Cell placement:
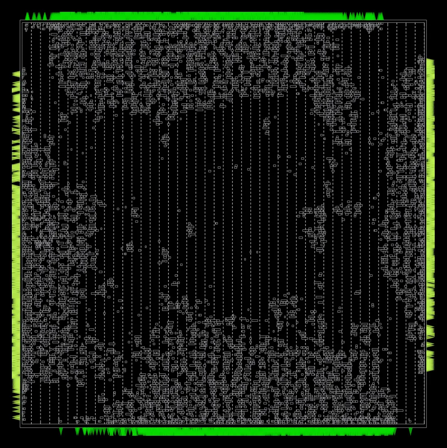
Signal wires by layer:
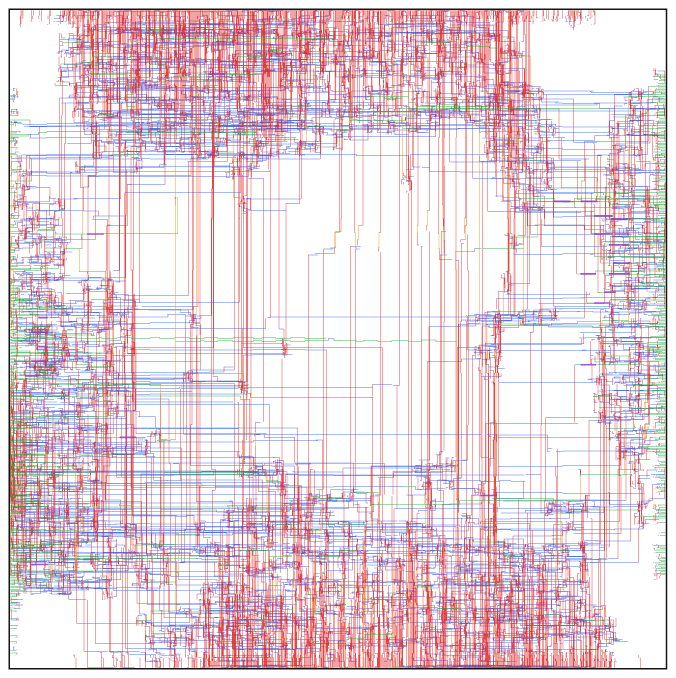
[config.mk]
export PLATFORM = sky130hd
export DESIGN_NAME = dist_ram_burst_reader
export DESIGN_NICKNAME = d
export VERILOG_FILES = /design/src/rtl/dist_ram_pkg.sv /design/src/rtl/dist_ram_rd_skid.sv /design/src/rtl/dist_ram_burst_reader.sv
export SDC_FILE = /design/constraint.sdc
export NUM_CORES = 1
export LEC_CHECK = 0
export CORE_AREA = 3 3 611 613
export CTS_BUF_LIST = sky130_fd_sc_hd__clkbuf_4
export DETAILED_ROUTE_END_ITERATION = 7
export DIE_AREA = 0 0 614 616
export GPL_ROUTABILITY_DRIVEN = 0
export GPL_TIMING_DRIVEN = 0
export PLACE_DENSITY_LB_ADDON = 0.2
export SLEW_MARGIN = 10
export SYNTH_ARGS = -nofsm -noshare
export SYNTH_HDL_FRONTEND = slang
export SYNTH_HIERARCHICAL = 1
export SYNTH_SLANG_ARGS = --single-unit
[constraint.sdc]
create_clock -name clock -period 4.1 [get_ports clock]
set_input_delay 0.82 -clock clock [delete_from_list [all_inputs] [get_ports clock]]
set_output_delay 0.82 -clock clock [all_outputs]
set_load 0.01 [all_outputs]
[src/rtl/dist_ram_pkg.sv]
// Shared definitions for the dist_ram read-side burst engine.
//   rd_state_e  - burst FSM state encoding
//   word_width  - RAM word width from column count and column width
package dist_ram_pkg;

    typedef enum logic [1:0] {
        StIdle  = 2'd0,
        StIssue = 2'd1,
        StDrain = 2'd2
    } rd_state_e;

    function automatic int unsigned word_width(input int unsigned num_col,
                                               input int unsigned col_width);
        return num_col * col_width;
    endfunction

endpackage

[src/rtl/dist_ram_rd_skid.sv]
// Two-entry FIFO holding RAM read words (plus last flag) between the RAM
// port and the output stream.
//   clk_i, rst_ni   clock, asynchronous active-low reset
//   push_i          write data_i/last_i into the tail slot
//   pop_i           drop the head slot
//   data_o, last_o  head slot contents (stale when count_o == 0)
//   count_o         number of occupied slots, 0..2
module dist_ram_rd_skid #(
    parameter int unsigned WIDTH = 512
) (
    input  logic             clk_i,
    input  logic             rst_ni,
    input  logic             push_i,
    input  logic [WIDTH-1:0] data_i,
    input  logic             last_i,
    input  logic             pop_i,
    output logic [WIDTH-1:0] data_o,
    output logic             last_o,
    output logic [1:0]       count_o
);

    logic [WIDTH-1:0] data_q [2];
    logic [1:0]       last_q;
    logic             rd_ptr_q;
    logic             wr_ptr_q;
    logic [1:0]       count_q;

    always_ff @(posedge clk_i or negedge rst_ni) begin
        if (!rst_ni) begin
            data_q[0] <= '0;
            data_q[1] <= '0;
            last_q    <= '0;
            rd_ptr_q  <= 1'b0;
            wr_ptr_q  <= 1'b0;
            count_q   <= 2'd0;
        end else begin
            if (push_i) begin
                data_q[wr_ptr_q] <= data_i;
                last_q[wr_ptr_q] <= last_i;
                wr_ptr_q         <= ~wr_ptr_q;
            end
            if (pop_i) begin
                rd_ptr_q <= ~rd_ptr_q;
            end
            unique case ({push_i, pop_i})
                2'b10:   count_q <= count_q + 2'd1;
                2'b01:   count_q <= count_q - 2'd1;
                default: ;
            endcase
        end
    end

    assign data_o  = data_q[rd_ptr_q];
    assign last_o  = last_q[rd_ptr_q];
    assign count_o = count_q;

endmodule

[src/rtl/dist_ram_burst_reader.sv]
// Read-side burst engine for one dist_ram port. Accepts (addr, len) commands,
// issues one RAM read per cycle while buffer space allows, absorbs the RAM's
// one-cycle registered read latency and returns the words as a valid/ready
// stream with a last flag.
//   clock, reset_n          clock, asynchronous active-low reset
//   cmd_valid/ready         command handshake; cmd_addr first word, cmd_len beats
//   ram_wen/addr/din/dout   RAM port (read only: wen and din tied to zero)
//   rd_valid/ready          output beat handshake; rd_data word, rd_last final beat
//   busy                    burst in progress or beats still buffered
module dist_ram_burst_reader
    import dist_ram_pkg::*;
#(
    parameter int unsigned NUM_COL    = 16,
    parameter int unsigned COL_WIDTH  = 32,
    parameter int unsigned ADDR_WIDTH = 5
) (
    input  logic                                       clock,
    input  logic                                       reset_n,
    input  logic                                       cmd_valid,
    output logic                                       cmd_ready,
    input  logic [ADDR_WIDTH-1:0]                      cmd_addr,
    input  logic [ADDR_WIDTH:0]                        cmd_len,
    output logic [NUM_COL-1:0]                         ram_wen,
    output logic [ADDR_WIDTH-1:0]                      ram_addr,
    output logic [word_width(NUM_COL, COL_WIDTH)-1:0]  ram_din,
    input  logic [word_width(NUM_COL, COL_WIDTH)-1:0]  ram_dout,
    output logic                                       rd_valid,
    input  logic                                       rd_ready,
    output logic [word_width(NUM_COL, COL_WIDTH)-1:0]  rd_data,
    output logic                                       rd_last,
    output logic                                       busy
);

    localparam int unsigned WordW = word_width(NUM_COL, COL_WIDTH);
    localparam int unsigned LenW  = ADDR_WIDTH + 1;

    rd_state_e             state_q;
    logic [ADDR_WIDTH-1:0] addr_q;
    logic [LenW-1:0]       issue_left_q;
    // Read issued last cycle: its word is on ram_dout this cycle.
    logic                  inflight_q;
    logic                  inflight_last_q;

    logic                  issue;
    logic                  pop;
    logic [1:0]            skid_count;
    logic                  skid_last;

    assign pop = rd_valid & rd_ready;

    // Entries plus in-flight never exceed 2; a same-cycle pop frees a slot.
    assign issue = (state_q == StIssue) &&
                   (((skid_count + {1'b0, inflight_q}) < 2'd2) || pop);

    always_ff @(posedge clock or negedge reset_n) begin
        if (!reset_n) begin
            state_q         <= StIdle;
            addr_q          <= '0;
            issue_left_q    <= '0;
            inflight_q      <= 1'b0;
            inflight_last_q <= 1'b0;
        end else begin
            inflight_q      <= issue;
            inflight_last_q <= issue && (issue_left_q == LenW'(1));
            unique case (state_q)
                StIdle: begin
                    // Zero-length commands are accepted and dropped here.
                    if (cmd_valid && (cmd_len != '0)) begin
                        addr_q       <= cmd_addr;
                        issue_left_q <= cmd_len;
                        state_q      <= StIssue;
                    end
                end
                StIssue: begin
                    if (issue) begin
                        addr_q       <= addr_q + ADDR_WIDTH'(1);
                        issue_left_q <= issue_left_q - LenW'(1);
                        if (issue_left_q == LenW'(1)) begin
                            state_q <= StDrain;
                        end
                    end
                end
                StDrain: begin
                    if (pop && rd_last) begin
                        state_q <= StIdle;
                    end
                end
                default: state_q <= StIdle;
            endcase
        end
    end

    dist_ram_rd_skid #(
        .WIDTH (WordW)
    ) u_skid (
        .clk_i   (clock),
        .rst_ni  (reset_n),
        .push_i  (inflight_q),
        .data_i  (ram_dout),
        .last_i  (inflight_last_q),
        .pop_i   (pop),
        .data_o  (rd_data),
        .last_o  (skid_last),
        .count_o (skid_count)
    );

    assign cmd_ready = (state_q == StIdle);
    assign ram_wen   = '0;
    assign ram_din   = '0;
    assign ram_addr  = addr_q;
    assign rd_valid  = (skid_count != 2'd0);
    // The head slot keeps a stale flag once drained; only report it with a beat.
    assign rd_last   = skid_last & rd_valid;
    assign busy      = (state_q != StIdle) | rd_valid;

endmodule

==> datasheet_impl.txt <==
Characteristics after synthesis and place and route

Parameter                              Value

STA
  Number of max-slew violations in the final report    0
  Final critical-path required period    3.95 ns
  Number of setup violations in the final report    0
  Final worst hold slack    approximately 0.33 ns
  Worst setup margin    0.146 ns
  Fmax achieved    between 0.2 and 0.3 GHz
  Rel. slew slack    0.306
  Worst clock skew    0.110 ns
  RSZ-0062 raised after global routing    true
  Share of the cycle needed by the critical path after routing    0.964
  Number of endpoints with negative hold slack in the final report    0
  Tightest Pin Transition    1.04 ns
  Accumulated negative setup slack    0 ns

Flow run
  Number of OpenROAD warnings    about 54
  Reported max-cap violation count    0

Yosys
  Flip-flop and latch count after synthesis    1045
  Count of instantiated cells in the yosys netlist    3382
  Sequential-to-total area share from yosys stat    0.532
  Leading area contributor after synthesis    sky130_fd_sc_hd__dfrtp_1
  Mapped Cells    3382
  Area share of the largest cell type after synthesis    0.532
  Avg Inst Size Synth    14.5 um2
  Number of warnings reported in the yosys synthesis log    6
  Number of synthesized flops with an enable pin    0
  Synthesized cell area    around 0.049 mm2
  Fraction of registers with async set/reset    1.00
  Post-synth top flop    sky130_fd_sc_hd__dfrtp_1
  Yosys chip area    0.0492 mm2
  Synth top area cells    sky130_fd_sc_hd__dfrtp_1 (53%), sky130_fd_sc_hd__mux2_2 (34%), sky130_fd_sc_hd__buf_4 (9.5%)
  Post-synth cell types    42

Finish
  Combinational Area    0.0201 mm2
  Most common logic cell in the routed design    sky130_fd_sc_hd__mux2_2
  P&R area growth vs syn    62.3%
  Most numerous logic cells after layout    sky130_fd_sc_hd__mux2_2 (1432), sky130_fd_sc_hd__dfrtp_1 (1044), sky130_fd_sc_hd__buf_4 (686)
  Register area    0.0262 mm2
  Nets@finish    6466
  Proportion of layout cells with a drive suffix above 1    0.501

Global route
  Initial antenna violation count    100
  Largest net degree at the start of global routing    approximately 150
  Global route overflow    0
  First-pass GRT wire length    approximately 330 mm
  Vias in the first global route    38600
  Global routing usage summed across all routing layers    0.128

Drt
  Total detailed-routing wirelength    252 mm
  Initial DRT Pass Iterations    4
  Via-per-instance ratio    3.22
  DR WL/cell    between 20 and 25 um
  Post-detailed-route count of antenna-violating nets    0
  DRC violation total after the first TritonRoute iteration    898
  DRC errors left    0
  Routed vias    roughly 36000

Clocking
  Post-CTS Setup Bufs    40
  TritonCTS Buffers    343
  Maximum root-to-sink buffer count    4
  Clock slew at reported path FFs    0.06 ns
  Number of gates resized after CTS    966
  Htree depth    5
  Count of hold buffers inserted by post-cts repair    514
  Number of sinks on the clock net    1045
  Clock root buffer    sky130_fd_sc_hd__clkbuf_4
  TritonCTS clock tree    built
  Insertion delay at the late pin of the worst-skew pair    1.31 ns

Power and ir drop
  Peak ir drop on the vdd network    between 0.0003 and 0.0004 V
  Leakage power    36.3 nW
  Overall power of the completed layout    66.8 mW
  Power per Cell Area    837 mW/mm2

Die
  I/O Pins    1576
  Core region area    roughly 0.37 mm2
  Vertical die dimension    616 um
  Floorplan die area    0.378 mm2
  Starting utilization of the core area    0.133
  Die Width    614 um

Setup path
  Required @ worst endpoint    3.28 ns
  CP bufs+invs    8
  Largest stage delay on the critical path    0.44 ns
  Crit path arrival time    3.13 ns
  Critical Path Sink Type    primary output
  Kind of cell adding the most delay to the critical path    buffers and inverters
  Reg2Reg Depth    5
  Worst-path maximum fanout    6
  Category of the worst setup path launch point    register
  Origin of the critical flop-to-flop path    u_skid/wr_ptr_q$_DFFE_PN0P_
  Critical R2R Capture    u_skid/data_q[274]$_DFFE_PN0P_
  Crit-path cells    buf_12 > clkbuf_16 > buf_6 > buf_16 > buf_6 > buf_6 > buf_6 > mux2_4 > buf_6
  Register-to-Register Setup Slack    0.97 ns
  Type of the setup path with the least slack    reg -> out
  Slowest cell on crit path    sky130_fd_sc_hd__dfrtp_2
  Critical path endpoint    rd_data[191]
  Crit. path cell count    9
  Launch point of the worst path    u_skid/rd_ptr_q$_DFFE_PN0P_
  Crit-path most repeated cell    sky130_fd_sc_hd__buf_6

Placement
  Cell Count Post-Placement    9913
  Number of buffers inserted by port buffering    ~1000
  Pre-CTS setup slack    -0.197 ns
  HPWL after DPL    194 mm

Hold path
  Path type of the worst min-delay path    in -> reg

Status
  Result of the run    finished, final reports clean
## Picture notes: 'cell placement'
Layout Cells excl Fill: 11100
standard-cell row count: 223
tally of filler cells in the layout: 39800
flip-flop and latch share of the layout cell area: 0.328
share of the core filled with cells in the final layout: 0.216

## Picture notes: 'signal wires by layer'
[red] met2 | wire length: 134 mm
[green] met3 | wire length: 15500 um
[blue] met1 | wire length: 96.1 mm
[orange] met4 | wire length: 6800 um
[purple] met5 | wire length: 306 um

-- cell families (layout without fill, tap and decap cells) --
group,after synthesis,in the layout,share of synthesized area
multiplexers,1541,1541,0.353
buffers and inverters,712,2952,0.104
AND-OR/OR-AND,33,33,0.00484
adder cells (fa/ha/maj),4,4,0.00102
XOR/XNOR,5,5,0.000891
flip-flops,1045,1045,0.532
AND/OR/NAND/NOR,41,41,0.00428
other,1,566,0.0000763
-- state kept, by name, summed over array words and instances, names as in the netlist --
name             count
inflight_last_q      1
u_skid/wr_ptr_q      1
issue_left_q         6
inflight_q           1
u_skid/rd_ptr_q      1
u_skid/count_o       2
u_skid/last_q        2
state_q              2
ram_addr             5
u_skid/data_q     1024
-- cell usage after synthesis (all sizes together) (3+ instances only) --
| cell | number |
|---|---|
| ha | 4 |
| o22a | 4 |
| inv | 9 |
| a21oi | 11 |
| nor2 | 18 |
| nor2b | 4 |
| nor3 | 3 |
| clkbuf | 6 |
| nand2 | 4 |
| buf | 697 |
| nand3 | 3 |
| o22ai | 3 |
| mux2 | 1539 |
| dfrtp | 1045 |
| xor2 | 3 |
| a31oi | 3 |
-- where the power goes --
part / leakage [nW] / total [mW] / internal, mW / switching (mW)
Sequential: 12.2 / 18.2 / 15.7 / 2.46
Combinational: 21.7 / 37.7 / 19.2 / 18.6
Clock: 2.44 / 10.8 / 5.62 / 5.22
Total: 36.3 / 66.8 / 40.6 / 26.2
-- worst reg2reg max path: cells and delay by family, from the launching register on --
family        cells  cell delay [ns]
buf+inv           3             1.52
flops             1             0.35
mux               1             0.39
simple gates      1             0.67
-- final cells by class --
class                   instances  area share
plain buffers                 700      0.0745
clock inverters                83     0.00700
multi-input cells            2152       0.252
repair buffers               1684       0.215
inverters                       9    0.000423
flip-flops and latches       1045       0.328
well taps                    4950      0.0776
diodes                         38     0.00119
clock buffers                 476      0.0448
-- worst min path at each step --
| stage | slack, ns | start | endpoint | depth (start not counted) |
|---|---|---|---|---|
| 2_1_floorplan | 0.45 | u_skid/data_q[530]$_DFFE_PN0P_ | u_skid/data_q[530]$_DFFE_PN0P_ | 1 |
| 3_3_place_gp | 0.46 | u_skid/data_q[557]$_DFFE_PN0P_ | u_skid/data_q[557]$_DFFE_PN0P_ | 1 |
| 3_5_place_dp | 0.47 | u_skid/data_q[542]$_DFFE_PN0P_ | u_skid/data_q[542]$_DFFE_PN0P_ | 1 |
| 4_1_cts | 0.003 | cmd_valid | state_q[0]$_DFFE_PN0P_ | 4 |
| 5_1_grt | 0.13 | cmd_valid | state_q[0]$_DFFE_PN0P_ | 4 |
| 6_report | 0.33 | cmd_addr[0] | ram_addr[0]$_DFFE_PN0P_ | 3 |
-- per-stage QoR --
| stage | util | instance area [um2] |
|---|---|---|
| after detailed placement | 0.185 | 68000 |
| after floorplan | - | 51100 |
| after global placement | 0.184 | 67800 |
| final | 0.216 | 79800 |
| after global routing | 0.216 | 79700 |
| after CTS | 0.213 | 78300 |
-- routing by layer --
metal	vias up	track usage	part of all wire
li1	16200	-	-
met1	17900	0.142	0.38
met2	1204	0.240	0.53
met3	471	0.0319	0.061
met4	46	0.0320	0.027
met5	-	0	0.0012
No activity file was given, so power comes from the tool's default toggle rates.
